==> src/rtl/mix_column_ctrl.sv <==
// AES MixColumns / InvMixColumns controller: a 128-bit state is mixed one column
// per cycle through a single shared GF(2^8) column mixer, with a valid/ready handshake.
module mix_column_ctrl #(
    parameter int INV_EN = 1
) (
    input  logic         clk,
    input  logic         rst,
    input  logic         in_valid,
    output logic         in_ready,
    input  logic [127:0] in_data,
    input  logic         inv,
    input  logic         bypass,
    output logic         out_valid,
    input  logic         out_ready,
    output logic [127:0] out_data,
    output logic         busy
);

    typedef enum logic [1:0] {
        IDLE,
        MIX,
        DONE
    } state_t;

    state_t       r_fsm;
    state_t       w_fsm_next;
    logic [127:0] r_blk;
    logic [1:0]   r_cnt;
    logic         r_inv;
    logic         r_bypass;
    logic         w_accept;
    logic [31:0]  w_col;
    logic [31:0]  w_mixed;

    function automatic logic [7:0] xtime(input logic [7:0] a);
        return {a[6:0], 1'b0} ^ (a[7] ? 8'h1b : 8'h00);
    endfunction

    // Shift-and-add multiply; coefficients never exceed 4 bits (0x0e is the largest).
    function automatic logic [7:0] gmul(input logic [7:0] a, input logic [3:0] c);
        logic [7:0] p;
        logic [7:0] x;
        p = 8'h00;
        x = a;
        for (int i = 0; i < 4; i++) begin
            if (c[i]) p = p ^ x;
            x = xtime(x);
        end
        return p;
    endfunction

    // Both directions share one circulant structure; only the coefficient row differs.
    function automatic logic [31:0] mix_col(input logic [31:0] col, input logic inv_sel);
        logic [7:0] a0, a1, a2, a3;
        logic [3:0] c0, c1, c2, c3;
        a0 = col[31:24];
        a1 = col[23:16];
        a2 = col[15:8];
        a3 = col[7:0];
        if (inv_sel) begin
            c0 = 4'he; c1 = 4'hb; c2 = 4'hd; c3 = 4'h9;
        end else begin
            c0 = 4'h2; c1 = 4'h3; c2 = 4'h1; c3 = 4'h1;
        end
        return {gmul(a0, c0) ^ gmul(a1, c1) ^ gmul(a2, c2) ^ gmul(a3, c3),
                gmul(a0, c3) ^ gmul(a1, c0) ^ gmul(a2, c1) ^ gmul(a3, c2),
                gmul(a0, c2) ^ gmul(a1, c3) ^ gmul(a2, c0) ^ gmul(a3, c1),
                gmul(a0, c1) ^ gmul(a1, c2) ^ gmul(a2, c3) ^ gmul(a3, c0)};
    endfunction

    always_ff @(posedge clk or posedge rst) begin
        if (rst) r_fsm <= IDLE;
        else     r_fsm <= w_fsm_next;
    end

    always_comb begin
        w_fsm_next = r_fsm;
        in_ready   = 1'b0;
        out_valid  = 1'b0;
        busy       = 1'b0;
        w_accept   = 1'b0;
        case (r_fsm)
            IDLE: begin
                in_ready = 1'b1;
                if (in_valid) begin
                    w_accept   = 1'b1;
                    w_fsm_next = bypass ? DONE : MIX;
                end
            end
            MIX: begin
                busy = 1'b1;
                if (r_cnt == 2'd3) w_fsm_next = DONE;
            end
            DONE: begin
                busy      = 1'b1;
                out_valid = 1'b1;
                if (out_ready) w_fsm_next = IDLE;
            end
            default: w_fsm_next = IDLE;
        endcase
    end

    always_comb begin
        case (r_cnt)
            2'd0:    w_col = r_blk[127:96];
            2'd1:    w_col = r_blk[95:64];
            2'd2:    w_col = r_blk[63:32];
            default: w_col = r_blk[31:0];
        endcase
        w_mixed = mix_col(w_col, r_inv);
    end

    always_ff @(posedge clk or posedge rst) begin
        if (rst) begin
            r_blk    <= '0;
            r_cnt    <= 2'd0;
            r_inv    <= 1'b0;
            r_bypass <= 1'b0;
        end else if (w_accept) begin
            r_blk    <= in_data;
            r_inv    <= inv && (INV_EN != 0);
            r_bypass <= bypass;
            r_cnt    <= 2'd0;
        end else if (r_fsm == MIX) begin
            if (!r_bypass) begin
                case (r_cnt)
                    2'd0:    r_blk[127:96] <= w_mixed;
                    2'd1:    r_blk[95:64]  <= w_mixed;
                    2'd2:    r_blk[63:32]  <= w_mixed;
                    default: r_blk[31:0]   <= w_mixed;
                endcase
            end
            r_cnt <= r_cnt + 2'd1;
        end
    end

    assign out_data = out_valid ? r_blk : '0;

endmodule

==> config.mk <==
export PLATFORM = sky130hd
export DESIGN_NAME = mix_column_ctrl
export DESIGN_NICKNAME = d
export VERILOG_FILES = /design/src/rtl/mix_column_ctrl.sv
export SDC_FILE = /design/constraint.sdc
export NUM_CORES = 1
export LEC_CHECK = 0
export CAP_MARGIN = 0
export CELL_PAD_IN_SITES_DETAIL_PLACEMENT = 0
export CELL_PAD_IN_SITES_GLOBAL_PLACEMENT = 1
export CORE_MARGIN = 5
export CORE_UTILIZATION = 40
export DETAILED_ROUTE_END_ITERATION = 8
export PLACE_DENSITY = 0.87
export SYNTH_ARGS = -nofsm -noshare
export SYNTH_HDL_FRONTEND = slang
export SYNTH_SLANG_ARGS = --single-unit
==> constraint.sdc <==
create_clock -name clk -period 9.5 [get_ports clk]
set_input_delay 0.95 -clock clk [delete_from_list [all_inputs] [get_ports clk]]
set_output_delay 0.95 -clock clk [all_outputs]
set_load 0.01 [all_outputs]
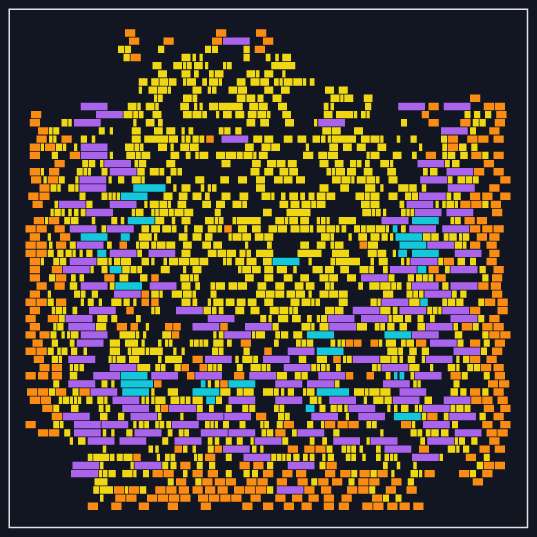
Fig. 1. Cell classes on the final placement.
(3 px per µm)
- all other logic: yellow (cells 1,038; share of their area 50%)
- other buffers and delay cells: orange (cells 295; share of their area 21%)
- flip-flops: purple (cells 134; share of their area 25%)
- clock drivers and dummy loads: cyan (cells 32; share of their area 4.5%)
core area: 26,000 µm²
num rows: 59

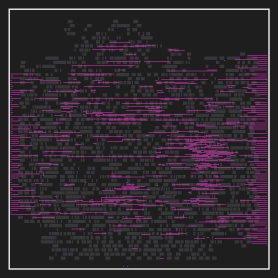
Fig. 2. Metal 3.
(1.5 px per µm) Cells faint in the background.
- wire length on this layer: 4,370 µm
- nets with wire on the layer: 333
- longest straight run: 104 µm
- main direction: horizontal
- share of all routed wire: 9.7%
met3 Track Usage GR: 0.0569
vias: 10,666
final WL: 45,100 µm

==> GITHUB_STEP_SUMMARY <==
### Yosys + OpenROAD results

| Metric | Value |
|---|---|
| Status | finished, violations left |
| Violated checks | DRC |
| Met2 Use GR | 0.483 |
| Final Util | 0.539 |
| DRC | 26 |
| TritonRoute pass-1 iters | 9 |
| CTS clk-pin slew, worst paths | 0.06 ns |
| I/O pin count | 265 |
| Maxcap violations | 0 |
| Layout Nets | 1,628 |
| Max-area cell share | 0.319 |
| CP arrival | between 5 and 6 ns |
| Gpl congestion | 1.02 |
| Grt ovf | 0 |
| Slowest stage delay, CP | around 0.99 ns |
| Delay-heaviest family, CP | AND-OR/OR-AND gates |
| Antenna viol nets, final | 0 |
| Slowest stage cell, crit path | a222oi_1 |
| Critical path endpoint category | register |
| # setup viols final | 0 |
| CTS buffer count | 17 |
| Pins over their slew limit | 0 |
| Most common cell on crit path | xnor2_1 |
| Period utilization | 0.506 |
| Area delta synth->final | 33.1% |
| Vias in the first global route | 10,272 |
| Post-synth EDFFs | 0 |
| Fin area | 14,000 µm² |
| Proportion of layout cells with a drive suffix above 1 | 0.0540 |
| Init Core Util | 0.405 |
| Unique cell types | 41 |
| Critical path class | register to register |
| Crit path DRT | 9.76 ns |
| CTS tree | done |
| Clock sinks | 134 |
| Synthesized flop and latch total | 134 |
| Synth Warn # | 0 |
cells by family (layout without fill, tap and decap cells):
logic type,count (synthesis),count (layout),synth area share
AND-OR/OR-AND,330,330,0.195
XOR/XNOR,263,263,0.229
adder cells (fa/ha/maj),8,8,0.00951
buffers and inverters,125,344,0.0490
flip-flops,134,134,0.319
multiplexers,17,17,0.0174
other,0,2,0
AND/OR/NAND/NOR,403,403,0.181
path summary, 6_finish.rpt:
path                                      start                     to  slack (ns)  cells past startpoint
max                        r_cnt[0]$_DFFE_PP0P_  r_blk[62]$_DFFE_PP0P_        4.69                     12
min                        r_bypass$_DFFE_PP0P_   r_bypass$_DFFE_PP0P_        0.48                      2
max reg2reg                r_cnt[0]$_DFFE_PP0P_  r_blk[62]$_DFFE_PP0P_        4.69                     12
min reg2reg                r_bypass$_DFFE_PP0P_   r_bypass$_DFFE_PP0P_        0.48                      2
max in group asynchronous                   rst  r_blk[10]$_DFFE_PP0P_        6.97                      3
min in group asynchronous                   rst   r_fsm[0]$_DFFE_PP0P_        1.02                      2
synthesized netlist by cell type, drive strengths merged (2+ instances only):
library cell,number
a21boi,2
ha,8
a222oi,32
and2,132
mux2i,17
a31oi,31
a21oi,98
nand3,3
o21a,9
nand2,137
xnor3,7
o21ai,100
o22ai,10
nor2,107
a22oi,25
nand2b,2
o211ai,2
nor2b,8
clkbuf,81
xor2,67
and3,9
dfrtp,134
inv,17
o31ai,17
buf,27
nor3b,2
a21o,2
xnor2,189
final cells by class:
| cell class | instances | area [µm²] |
|---|---|---|
| flip-flops and latches | 134 | 3350 |
| inverters | 17 | 66.3 |
| repair buffers | 295 | 2880 |
| clock buffers | 18 | 429 |
| fillers | 2464 | 12000 |
| clock inverters | 14 | 176 |
| diodes | 2 | 5.00 |
| multi-input cells | 1021 | 6690 |
| well taps | 335 | 419 |
worst register-to-register path, stage by stage, from the launching register on:
cell	delay [ns]
dfrtp_1	0.44
inv_1	0.10
ha_1	0.34
buf_4	0.30
a222oi_1	1.01
xor2_1	0.15
a21oi_1	0.60
xnor2_1	0.25
xnor2_1	0.35
xnor2_1	0.16
nand2_1	0.12
xnor2_1	0.66
a31oi_1	0.19
placed cells by master, fill, tap and decap left out, types with 10 or more instances in the layout:
master           instances
xor2_1                  67
xnor2_1                187
nand2_1                136
o21ai_0                 86
a21oi_1                 95
a222oi_1                32
o31ai_1                 16
clkdlybuf4s50_1        264
dfrtp_1                134
and2_1                 131
a22oi_1                 25
buf_4                   31
nor2_1                 107
clkbuf_16               17
inv_1                   15
mux2i_1                 16
a31oi_1                 31
o22ai_1                 10
routing by layer:
| metal | up-vias | share of wire |
|---|---|---|
| li1 | 4744 | - |
| met1 | 5132 | 0.40 |
| met2 | 677 | 0.46 |
| met3 | 113 | 0.097 |
| met4 | 0 | 0.047 |
| met5 | - | 0 |
registers in the layout (all words and copies together), names as in the netlist:
name / cells
r_blk: 128
r_bypass: 1
r_cnt: 2
r_fsm: 2
r_inv: 1
